==> config.mk <==
export PLATFORM = sky130hd
export DESIGN_NAME = window_gen_3x3
export DESIGN_NICKNAME = d
export VERILOG_FILES = /design/src/rtl/window_gen_3x3.sv
export SDC_FILE = /design/constraint.sdc
export NUM_CORES = 1
export LEC_CHECK = 0
export CAP_MARGIN = 20
export CORE_MARGIN = 2
export CORE_UTILIZATION = 40
export DETAILED_ROUTE_END_ITERATION = 6
export PLACE_DENSITY = 0.62
export SLEW_MARGIN = 20
export SYNTH_ARGS = -nofsm -noshare
export SYNTH_HDL_FRONTEND = slang
export SYNTH_SLANG_ARGS = --single-unit
==> constraint.sdc <==
create_clock -name clk -period 3.4 [get_ports clk]
set_clock_uncertainty 0.15 [all_clocks]
set_input_delay 0.51 -clock clk [delete_from_list [all_inputs] [get_ports clk]]
set_output_delay 0.51 -clock clk [all_outputs]
set_load 0.01 [all_outputs]
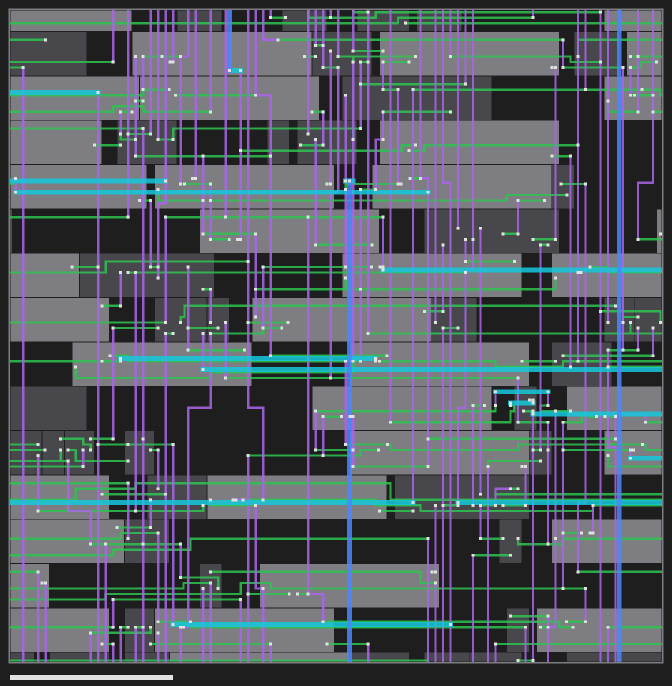
*A small window of the routed layout, run 1*
The bar under the picture is 10 um long. Region (148, 81) to (188, 121) um. Cells in gray, sequential cells in the stronger gray; small squares are vias.
Green is met1. Cyan is met3. Blue is met4. Purple is met2.
Sequential cells in the window: 27. Most frequent: edfxtp_1 (27), mux2i_1 (6), nand2_1 (5). 56 logic cells have their middle in the window.

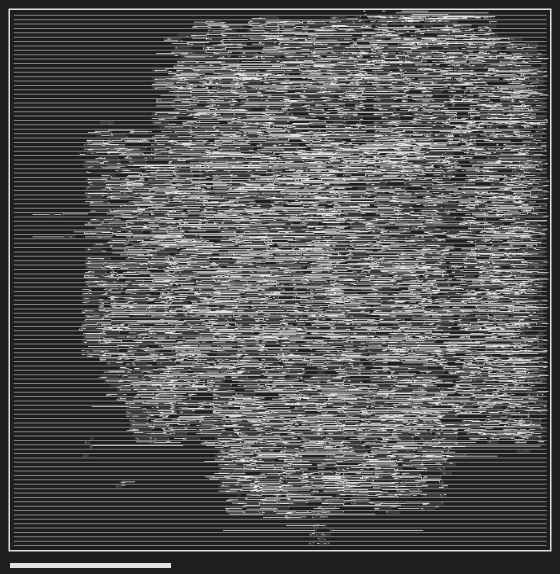
*Met1 routing, run 1*
The bar under the picture is 100 um long. Supply wires on this layer in gray. Cells faint in the background.
2,968 nets have wire on it. The longest straight run is 84.6 um. The wires run mostly horizontal. The layer holds 42% of the routed length.
M1 GR Usage: 28.0%
final wirelength: 115,000 um

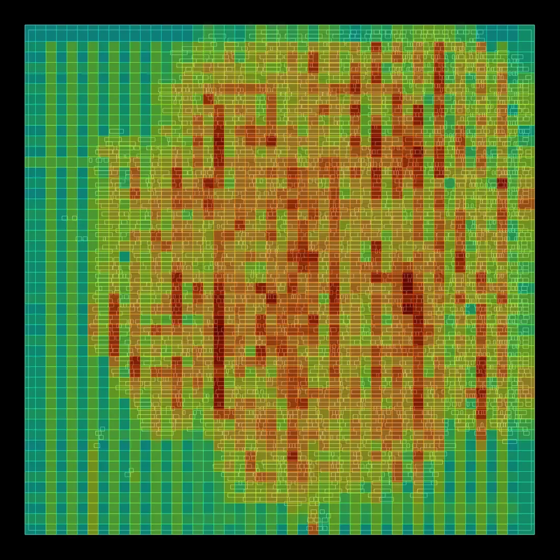
*Track usage over the die, run 1*
drt wl/cell: 25.1 um
GRT busiest layer: met2
met2 Usage GRT: 33.2%
total track usage: 20.4%

==> impl_metrics.csv, run 1 <==
group,metric,value,unit
logic_synthesis,top_cells_by_area,"edfxtp_1 61%, dfxtp_1 12%, mux2i_1 9.5%",
layout,lay_top_cells,"896 x edfxtp_1, 416 x mux2i_1, 308 x nand2_1",
die,fp.dieH,335,um
global_route,grt_pass1_vias,24400,
final_timing,rsz0062_at_grt,"no",
logic_synthesis,top_cells_by_count,"896 x edfxtp_1, 416 x mux2i_1, 308 x nand2_1, 261 x dfxtp_1, 182 x a21oi_1",
clock_tree,cts_buffers,115,
layout,clockBufferCount,161,
layout,regArea,32100,um2
final_timing,hold-worst-slack,0.0798,ns
place,placed_area,48300,um2
final_timing,relSlewSlack,29.5,%
routing,wirelength_met1,48400,um
place,port_buffers,164,
layout,inverters_excl_clock,19,
final_timing,min_period,3.05,ns
clock_tree,clkLatencyLatePin,0.71,ns
critical_path,start_kind,"flip-flop",
logic_synthesis,top_logic_kind,"multiplexers",
clock_tree,cts_tree,"yes",
critical_path,path_cells,"buf_12, buf_4, mux2i_1, a22oi_1, nand3_1, and4_1, inv_1",
logic_synthesis,ys_sh_adder,0.285,%
layout,n_fill_cell,9249,
die,coreArea,109000,um2
critical_path,arrival,3.27,ns
routing,first_iter_violations,2583,
layout,seq_cells,1157,
logic_synthesis,ys_cells,2820,
logic_synthesis,syn_nets,2849,
logic_synthesis,top_area_cell,"edfxtp_1",
die,num_io_pins,165,
run,maxCapViolCount,0,
logic_synthesis,synthMuxAreaShare,12.4,%
logic_synthesis,syn_inst,2820,
layout,comb_area_share,21.2,%
final_timing,maxSlewViolCount,0,
layout,comb.multi_input.count,1465,
logic_synthesis,async_flop_share,0,%
place,dp_cells,4380,
worst_hold_path,whs_path_depth,3,
global_route,grt_max_degree,225,
routing,routed.top_layer,"met5",
layout,final_util,47.8,%
logic_synthesis,synth.avg_cell_area,15.6,um2
final_timing,setup_viol_count_final,0,
layout,layout-drive-gt1-share,14.3,%
logic_synthesis,synthAoiAreaFrac,6.07,%
logic_synthesis,top_cell_area_share,61.3,%
layout,comb_area,11000,um2
clock_tree,post-cts-setup-buffers,0,
critical_path,cpPeakStageDelay,0.66,ns
place,place.gp.congestion,0.797,
routing,first_pass_iters,5,
routing,via_per_inst,5.43,
power_and_ir_drop,total_power,29.6,mW
die,die_x,335,um
layout,stdcell_count,4599,
clock_tree,cts-hold-fix-buffers,1,
routing,drcViolationCount,0,
place,pre_cts_ws,0.332,ns
clock_tree,clk_pin_slew,0.06,ns
layout,fin_nets,3113,
run,openroad.warnings,37,
power_and_ir_drop,worst_ir_drop_vdd,395,uV
clock_tree,h-tree-depth,3,
worst_hold_path,hold_path.class,"primary input to flip-flop",
layout,n_all_buffers,326,
logic_synthesis,xor_area_share,0.0200,%
final_timing,fin_ws,0.347,ns
routing,antenna_left,0,
global_route,antenna_found_initial,4,
final_timing,fin_tns_setup,0,ns
logic_synthesis,ys_ff,1157,
logic_synthesis,synthMostInstantiatedCell,"edfxtp_1",
layout,synthToLayoutAreaGrowth,18.5,%
logic_synthesis,yosys-stat-area,43900,um2
critical_path,r2r_cells,7,
run_status,outcome,"finished, final reports clean",
global_route,grt_pass1_wl,167000,um
clock_tree,cts_buffer_depth,3,
place,place_hpwl,68900,um
critical_path,cp_max_fo,28,
layout,nonClkBufAreaFrac,6.37,%
power_and_ir_drop,power_density,570,nW/um2
die,tap_cells,1414,
[run 1: worst max-delay path, delay by kind of cell, from the launching register on]
kind / cells / cell delay (ns)
multiplexers: 1 / 0.10
AND/OR/NAND/NOR: 2 / 0.39
flip-flops: 1 / 0.66
buffers and inverters: 3 / 1.17
AND-OR/OR-AND: 1 / 0.18
[run 1: report_power, final]
group          total (mW)  internal (mW)  switching [mW]
Sequential           15.6           15.5           0.100
Clock                12.3           7.06            5.26
Combinational        1.72          0.602            1.12
[run 1: per-layer routing]
layer | track usage, % | up-vias
met5 | 0 | -
met3 | 3.37 | 175
met1 | 28.0 | 12500
met2 | 33.2 | 1017
met4 | 6.45 | 2
li1 | - | 11300
==> run 2, diff against run 1 <==
--- a/config.mk
+++ b/config.mk
@@ -9,6 +9,7 @@
 export CORE_MARGIN = 2
 export CORE_UTILIZATION = 40
 export DETAILED_ROUTE_END_ITERATION = 6
+export MAX_ROUTING_LAYER = met4
 export PLACE_DENSITY = 0.62
 export SLEW_MARGIN = 20
 export SYNTH_ARGS = -nofsm -noshare
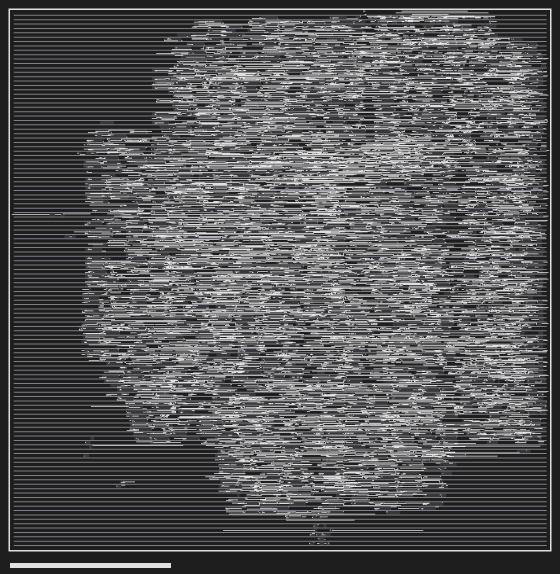
*Met1 routing, run 2*
The bar under the picture is 100 um long. Supply wires on this layer in gray. Cells faint in the background.
The layer carries 48.5 mm of wire. The layer holds 42% of the routed length. 2,968 nets have wire on it. The longest straight run is 68.1 um. The wires run mostly horizontal.
final wirelength: 115,000 um
total number of vias: 25,100
M1 GR Usage: 27.9%

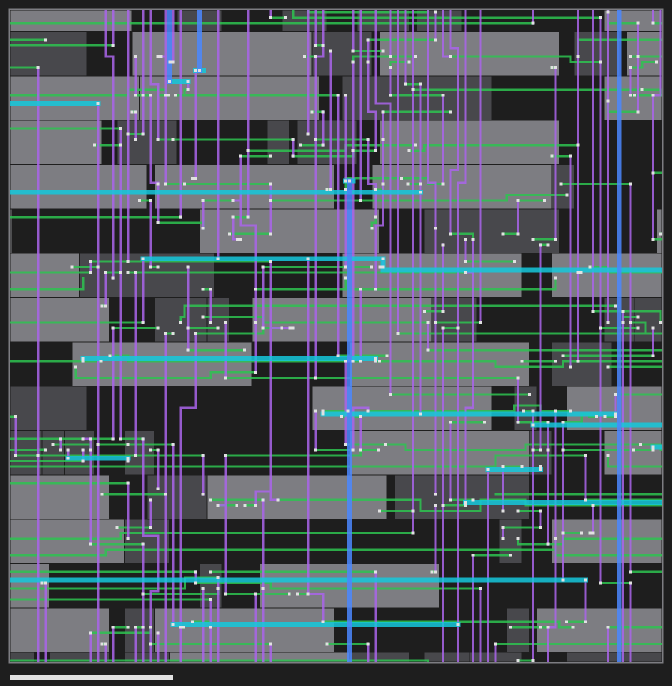
*A small window of the routed layout, run 2*
The bar under the picture is 10 um long. Region (148, 81) to (188, 121) um. Cells in gray, sequential cells in the stronger gray; small squares are vias.

==> run 2 against run 1 <==
Against the previous run:
- via count is 0.40% higher
- sequential power hardly changed
- clock power hardly changed
- non-clock buffer count stayed put
- combinational power hardly changed
- count of clock-buffer cells in the layout stayed put
- synthesized cell count stayed put
- core utilization hardly changed
- critical endpoint unchanged
- largest power group unchanged
==> impl_metrics.csv, run 2 <==
group,metric,value,unit
run_status,outcome,"finished, final reports clean",
routing,wl_per_cell,25.1,um
critical_path,critPathTopFamily,"buffers and inverters",
critical_path,crit_cells,7,
final_timing,relSlewSlack,20.6,%
layout,stdcell_count,4600,
global_route,grt_pass1_wl,167000,um
power_and_ir_drop,p_comb_share,5.8,%
global_route,grt_pass1_vias,24400,
global_route,antenna_found_initial,4,
clock_tree,clkLatencyLatePin,0.71,ns
logic_synthesis,yosys-stat-area,43900,um2
routing,routed.top_layer,"met4",
routing,drcViolationCount,0,
power_and_ir_drop,intPower,23.2,mW
run,maxCapViolCount,0,
power_and_ir_drop,sequentialPower,15.6,mW
critical_path,cpPeakStageDelay,0.66,ns
place,place_hpwl,68900,um
layout,final_util,47.8,%
place,placed_area,48300,um2
final_timing,rsz0062_at_grt,"no",
routing,first_pass_iters,7,
die,fp.dieH,335,um
final_timing,maxSlewViolCount,0,
logic_synthesis,top_cells_by_area,"edfxtp_1 61%, dfxtp_1 12%, mux2i_1 9.5%",
power_and_ir_drop,seq_power_share,52.6,%
final_timing,fin_ws,0.333,ns
worst_hold_path,whs_path_depth,3,
logic_synthesis,synthMostInstantiatedCell,"edfxtp_1",
logic_synthesis,top_cells_by_count,"896 x edfxtp_1, 416 x mux2i_1, 308 x nand2_1, 261 x dfxtp_1, 182 x a21oi_1",
power_and_ir_drop,pg_comb,1.72,mW
final_timing,setup_viol_count_final,0,
routing,wirelength_met1,48500,um
critical_path,path_cells,"buf_12, buf_4, mux2i_1, a22oi_1, nand3_1, and4_1, inv_1",
logic_synthesis,syn_inst,2820,
worst_hold_path,hold_path.class,"primary input to flip-flop",
critical_path,crit_buf_inv,3,
global_route,track_usage,21.0,%
final_timing,timing.fmax,0.326,GHz
power_and_ir_drop,top_power_group,"sequential cells",
routing,antenna_left,0,
critical_path,arrival,3.28,ns
power_and_ir_drop,swShare,21.9,%
routing,first_iter_violations,2598,
place,pre_cts_ws,0.332,ns
clock_tree,cts-hold-fix-buffers,1,
clock_tree,cts_tree,"yes",
power_and_ir_drop,netSwitchingPower,6.49,mW
power_and_ir_drop,power_density,570,nW/um2
layout,synthToLayoutAreaGrowth,18.5,%
routing,wl_met2,54500,um
power_and_ir_drop,total_power,29.6,mW
power_and_ir_drop,worst_ir_drop_vdd,393,uV
logic_synthesis,ys_ff,1157,
layout,layout-drive-gt1-share,14.3,%
critical_path,cp_max_fo,28,
die,std_cell_rows,121,
global_route,met2_usage,33.3,%
logic_synthesis,async_flop_share,0,%
logic_synthesis,top_cell_area_share,61.3,%
die,num_io_pins,165,
logic_synthesis,top_area_cell,"edfxtp_1",
power_and_ir_drop,clk-power,12.3,mW
final_timing,hold-worst-slack,0.0813,ns
global_route,grt_max_degree,225,
global_route,grt_util_met3,3.39,%
die,die_x,335,um
final_timing,min_period,3.07,ns
routing,via_per_inst,5.45,
clock_tree,clk_pin_slew,0.06,ns
final_timing,fin_tns_setup,0,ns
logic_synthesis,syn_nets,2849,
critical_path,start_kind,"flip-flop",
place,dp_cells,4380,
clock_tree,cts_buffer_depth,3,
clock_tree,cts_buffers,115,
die,die_area,112000,um2
clock_tree,post-cts-setup-buffers,0,
place,place.gp.congestion,0.808,
logic_synthesis,ys_cells,2820,
die,coreArea,109000,um2
critical_path,r2r_cells,7,
run,openroad.warnings,37,
logic_synthesis,synth.avg_cell_area,15.6,um2
layout,lay_top_cells,"896 x edfxtp_1, 416 x mux2i_1, 308 x nand2_1",
global_route,grt-busiest-layer,"met2",
[run 2: cell count changes in the layout (fill, tap and decap cells not counted), sizes merged]
cell,previous run,this run
diode,0,1
[run 2: layout make-up]
cell class | count | area, um2 | area share [%]
timing repair buffer | 326 | 3310 | 6.37
sequential | 1157 | 32100 | 61.8
antenna | 1 | 2.50 | 0.00481
clock inverter | 57 | 512 | 0.984
clock buffer | 161 | 3180 | 6.12
inverter | 19 | 71.3 | 0.137
multi-input combinational | 1465 | 11000 | 21.2
tap | 1414 | 1770 | 3.40
[run 2: logic make-up after synthesis]
kind of cell	synth area share, %
and+or+nand+nor	5.71
adders and majority gates	0.285
xor gates and xnor gates	0.0200
muxes	12.4
DFF	73.3
AOI/OAI and AO/OA	6.07
buffers and inverters	2.29
No activity file was given, so power comes from the tool's default toggle rates.
